Figure 1. Placement density heat map.
The bar under the picture is 50 µm long. The die is cut into 16 by 16 equal tiles; black is low, pale yellow is high, 0 to 100% covered.
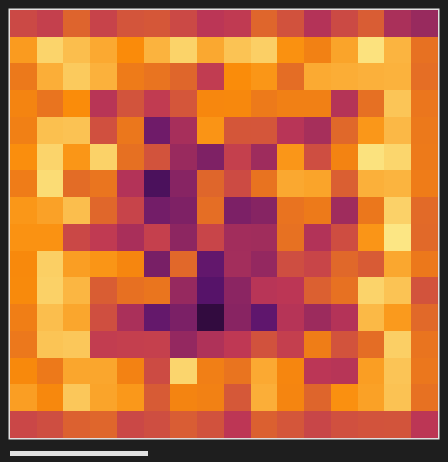
Figure 2. Metal 2.
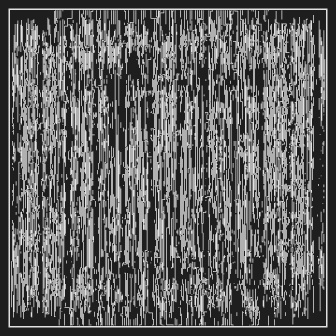
Figure 3. Wiring heat map.
The bar under the picture is 50 µm long. The die is cut into 31 by 31 equal tiles; black is low, pale yellow is high, scaled to the fullest tile. Values are wire area over tile area, all layers added.
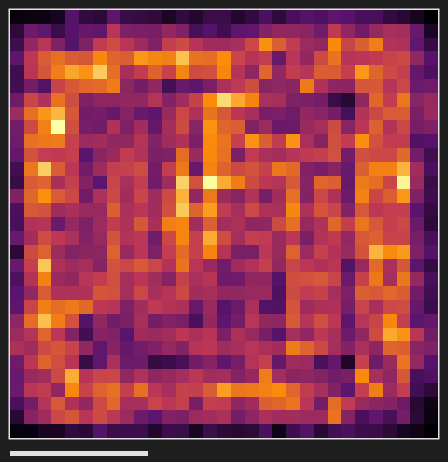
Figure 4. Congestion heat map.
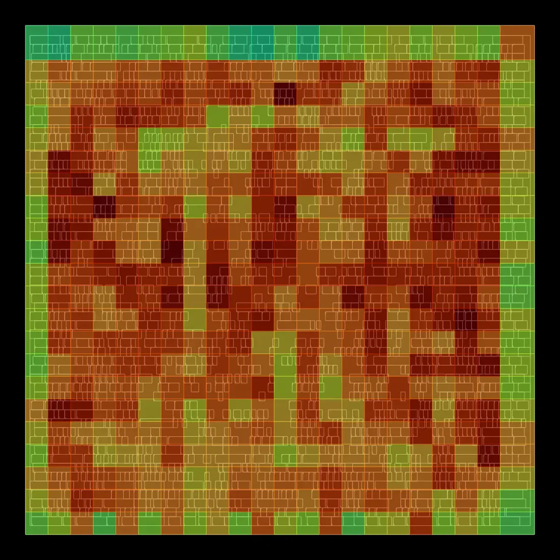
$ cat config.mk
export PLATFORM = sky130hd
export DESIGN_NAME = aes_mixcolumns_engine
export DESIGN_NICKNAME = d
export VERILOG_FILES = /design/src/rtl/aes_mixcolumns_engine.sv
export SDC_FILE = /design/constraint.sdc
export NUM_CORES = 1
export LEC_CHECK = 0
export ABC_AREA = 1
export CAP_MARGIN = 15
export CORE_UTILIZATION = 54
export CTS_BUF_LIST = sky130_fd_sc_hd__clkbuf_4
export DETAILED_ROUTE_END_ITERATION = 6
export HOLD_SLACK_MARGIN = 0.06
export PLACE_DENSITY = 0.84
export RECOVER_POWER = 50
export REMOVE_ABC_BUFFERS = 1
export SYNTH_ARGS = -nofsm -noshare
export SYNTH_HDL_FRONTEND = slang
export SYNTH_SLANG_ARGS = --single-unit
$ cat constraint.sdc
create_clock -name clk -period 3.4 [get_ports clk]
set_input_delay 0.51 -clock clk [delete_from_list [all_inputs] [get_ports clk]]
set_output_delay 0.51 -clock clk [all_outputs]
set_load 0.01 [all_outputs]
$ cat src/rtl/aes_mixcolumns_engine.sv
// AES MixColumns / InvMixColumns engine.
// A full 128-bit state is accepted over valid/ready. LANES columns are
// transformed in place each CALC cycle. The result is held in DONE until
// downstream takes it, and a new state may be accepted in that same cycle.
module aes_mixcolumns_engine #(
  parameter int LANES  = 1,
  parameter int INV_EN = 1
) (
  input  logic         clk,
  input  logic         reset_n,
  input  logic         in_valid,
  output logic         in_ready,
  input  logic         inverse,
  input  logic [127:0] state_in,
  output logic         out_valid,
  input  logic         out_ready,
  output logic [127:0] state_out,
  output logic         busy
);

  // Only 1, 2 or 4 lanes divide the four columns evenly.
  if (!(LANES == 1 || LANES == 2 || LANES == 4)) begin : g_bad_lanes
    $error("aes_mixcolumns_engine: LANES must be 1, 2 or 4");
  end

  typedef enum logic [1:0] {
    S_IDLE,
    S_CALC,
    S_DONE
  } state_e;

  // Index 0 is the most significant word, so cols_t[c] is column c.
  typedef logic [0:3][31:0] cols_t;

  localparam logic [1:0] LP_STEP   = 2'(LANES);      // 4 lanes wraps to 0
  localparam logic [1:0] LP_LAST   = 2'(4 - LANES);  // first column of the final group
  localparam logic       LP_INV_EN = (INV_EN != 0);

  state_e     r_fsm;
  logic [1:0] r_cnt;
  logic       r_inv;
  cols_t      r_work;

  cols_t      w_calc;
  logic [1:0] w_idx;
  logic       w_last;
  logic       w_accept;

  // Multiply by 02 in GF(2^8) with the AES reduction polynomial.
  function automatic logic [7:0] xtime(input logic [7:0] b);
    return {b[6:0], 1'b0} ^ (b[7] ? 8'h1b : 8'h00);
  endfunction

  // Transform one column; the higher multiples are chained xtime and XOR.
  function automatic logic [31:0] mix_col(input logic [31:0] col, input logic inv);
    logic [7:0]  a  [4];
    logic [7:0]  x2 [4];
    logic [7:0]  x4 [4];
    logic [7:0]  x8 [4];
    logic [31:0] res;
    int          r1, r2, r3;
    res = '0;
    for (int i = 0; i < 4; i++) begin
      a[i]  = col[31-8*i -: 8];
      x2[i] = xtime(a[i]);
      x4[i] = xtime(x2[i]);
      x8[i] = xtime(x4[i]);
    end
    for (int r = 0; r < 4; r++) begin
      r1 = (r + 1) % 4;
      r2 = (r + 2) % 4;
      r3 = (r + 3) % 4;
      if (inv) begin
        // 0e*a[r] ^ 0b*a[r+1] ^ 0d*a[r+2] ^ 09*a[r+3]
        res[31-8*r -: 8] = (x8[r]  ^ x4[r]  ^ x2[r])
                         ^ (x8[r1] ^ x2[r1] ^ a[r1])
                         ^ (x8[r2] ^ x4[r2] ^ a[r2])
                         ^ (x8[r3] ^ a[r3]);
      end else begin
        // 02*a[r] ^ 03*a[r+1] ^ a[r+2] ^ a[r+3]
        res[31-8*r -: 8] = x2[r] ^ (x2[r1] ^ a[r1]) ^ a[r2] ^ a[r3];
      end
    end
    return res;
  endfunction

  // Handshake and status decodes from the state register.
  assign in_ready  = (r_fsm == S_IDLE) || ((r_fsm == S_DONE) && out_ready);
  assign out_valid = (r_fsm == S_DONE);
  assign busy      = (r_fsm != S_IDLE);
  assign state_out = r_work;
  assign w_accept  = in_valid && in_ready;
  assign w_last    = (r_cnt == LP_LAST);

  // Working state with the current lane group transformed in place.
  always_comb begin
    // NOTE: defaults come first so every path assigns, which keeps this block free of latches.
    w_calc = r_work;
    w_idx  = r_cnt;
    for (int l = 0; l < LANES; l++) begin
      w_idx         = r_cnt + 2'(l);
      w_calc[w_idx] = mix_col(r_work[w_idx], LP_INV_EN & r_inv);
    end
  end

  // Control FSM, column counter, latched mode and working register.
  always_ff @(posedge clk or negedge reset_n) begin
    if (!reset_n) begin
      r_fsm  <= S_IDLE;
      r_cnt  <= '0;
      r_inv  <= 1'b0;
      // NOTE: the working register is reset too, because it drives state_out directly.
      r_work <= '0;
    end else begin
      // NOTE: non-blocking assignments so every register updates from pre-edge values.
      case (r_fsm)
        S_IDLE: begin
          if (w_accept) begin
            r_work <= state_in;
            r_inv  <= inverse & LP_INV_EN;
            r_cnt  <= '0;
            r_fsm  <= S_CALC;
          end
        end
        S_CALC: begin
          r_work <= w_calc;
          if (w_last) begin
            r_cnt <= '0;
            r_fsm <= S_DONE;
          end else begin
            r_cnt <= r_cnt + LP_STEP;
          end
        end
        S_DONE: begin
          if (out_ready) begin
            if (in_valid) begin
              r_work <= state_in;
              r_inv  <= inverse & LP_INV_EN;
              r_cnt  <= '0;
              r_fsm  <= S_CALC;
            end else begin
              r_fsm <= S_IDLE;
            end
          end
        end
        default: r_fsm <= S_IDLE;
      endcase
    end
  end

endmodule
==> results.toml <==
# flow metrics
[finish]
seq_cell_count = 133
comb_share_pct = 53.01
ff_latch_area_mm2 = 0.003331
drive_gt1_share_pct = 12.73
n_clock_buffer = 20
largest_reg_flops = 128
finalNonFillerCells = 2443
nFillCells = 1937
inverters_excl_clock = 104
seq_area_share_pct = 20.75
lay_top_cells = "nand2_1 (500), nand3_1 (234), clkdlybuf4s50_1 (201)"
fin_area_mm2 = 0.01605
clockNetworkAreaShare_pct = 2.502
bufAreaShareNonClock_pct = 18.82
largest_cell_class = "logic gates"
syn2layout_area_growth_pct = 26.36
nNetsFinal = 2253
comb_cells = 1551

[detailed_routing]
ant_nets = 0
drt-pass1-iter-count = 6
vias_per_cell = 5.990
dr.first_iter.drc_count = 1573
wl_met2_um = 23960
dr_wl_met3_um = 5018
highest_layer = "met4"

[sta]
setup-tns-final_ns = 0
tightest_slew_ns = 2.540
rsz0062_at_grt = "false"
skew_ns = 0.04184
finalCritPeriodShare_pct = 92.65
finalCriticalPeriod_ns = 3.150
max_freq_mhz = 317.5
setup-violations-final = 0
hold_viol_final = 0
setup_ws_ns = 0.2500
drv_slew = 43
relSlewSlack_pct = -69.33
hold_slack_ns = 0.4932

[clock_tree]
clock-sinks = 133
clk_pin_slew_ns = 0.17
clock_latency_ns = 0.62
cts_tree = "built"
cts_buffers = 17
cts-root-buf = "clkbuf_4"
htreeDepth = 4

[setup_path]
worstPathCellList = "inv_4, buf_12, nand2_1, nand2_1, nand2_1, nand2_2, inv_2, nand2_1, nand2_2, xor2_2, nand2_1, nand2_1, nand3_1, nand2_1, nand3_1, nand3_2, nand3_1, a21oi_1"
cp_top_family = "simple AND/OR/NAND/NOR gates"
start_kind = "register"
slowest_stage = "dfrtp_2"
worstSetupPathType = "register to register"
endpoint_kind = "register"
worstPathRequired_ns = 3.93
cp.arrival_ns = 3.68
timing.critical_path.mode_cell = "nand2_1"
path_buffers = 3

[placement]
dp_slack_ns = 0.3244
portBuffers = 263
gp_congestion = 1.102
dp.cells = 2409
place_area_mm2 = 0.01564

[grt]
grt_pass1_vias = 14249
antenna_found_initial = 1
grt_max_degree = 62
overflow = 0

[outcome]
status = "complete, but fails checks"
violations = "capacitance limit, slew limit"

[synth]
syn_avg_cell_area_um2 = 6.790
yosys-stat-area_mm2 = 0.01270
top_area_cell = "dfrtp_1"
synth-async-reset-ratio_pct = 100.0
synth_cells = 1871
flop_cell = "dfrtp_1"
ys_cells = 1871
yosysTopAreaCellShare_pct = 26.20
synth.distinct_cells = 44
edf_count = 0
yosysWarnings = 0

[flow_run]
warning_count = 28
max_cap_viol_count = 1

[die]
fp.dieH_um = 155.4
ios = 264
std_cell_rows = 55
chip_area_mm2 = 0.02414

[hold_path]
hold_path_class = "input pin to register"
Back to the opening pictures, Figure 1:
mean over tiles	65%
tiles over 75% full	30%
emptiest ninth of the die	center
fullest tile	95%
core footprint: 0.02285 mm²
Final Util: 70.26%
fp util: 55.60%

Back to the opening pictures, Figure 2:
share of all routed wire	46%
nets with wire on the layer	1,860
main direction	vertical
longest straight run	87.9 µm
Post-Route WL: 52,360 µm
routed vias: 14.63k
met2 Track Usage GR: 70.32%

Back to the opening pictures, Figure 3:
nearly empty tiles	0.30%
fullest tile	0.84
tiles over half the peak	37%
mean over tiles	0.37
Wirelength per Cell: 21.43 µm
Tot GR Track Use: 44.15%

Back to the opening pictures, Figure 4:
GRT Max-Usage Layer: met2
M3 GR Usage: 8.524%
GRT met1 Usage: 56.20%

final timing paths:
kind / from / to / slack [ns] / depth (start not counted)
max: r_cnt[0] / state_out[92] / 0.25 / 18
min: state_in[24] / state_out[24] / 0.49 / 3
max reg2reg: r_cnt[0] / state_out[92] / 0.25 / 18
min reg2reg: state_out[112] / state_out[112] / 0.57 / 2
max in group asynchronous: reset_n / r_cnt[1] / 0.54 / 3
min in group asynchronous: reset_n / state_out[100] / 1.24 / 2
cells by family after synthesis:
group	after synthesis	share of synthesized area, %
and+or+nand+nor	1034	37.84
DFF	133	26.20
adders and majority gates	4	0.3940
xor gates and xnor gates	211	16.41
buffers and inverters	187	6.845
AOI/OAI and AO/OA	302	12.31
timing repair:
item                      in CTS  in global routing
resized                        0                  0
hold endpoints to repair      41                  0
setup buffers                  0                  0
hold buffers                   1                  0
synth_stat cells, types with 10 or more instances:
| library cell | instances |
|---|---|
| nand3_2 | 29 |
| nor2_1 | 141 |
| xor2_1 | 121 |
| or2_2 | 14 |
| buf_2 | 10 |
| xnor2_1 | 66 |
| nand2_4 | 21 |
| buf_1 | 10 |
| nand3_1 | 234 |
| dfrtp_1 | 133 |
| nand2_2 | 65 |
| or2_1 | 10 |
| xnor2_2 | 12 |
| inv_2 | 31 |
| nand2_1 | 501 |
| o21ai_0 | 104 |
| nand3b_1 | 10 |
| clkbuf_1 | 42 |
| inv_1 | 67 |
| buf_6 | 15 |
| a21oi_1 | 175 |
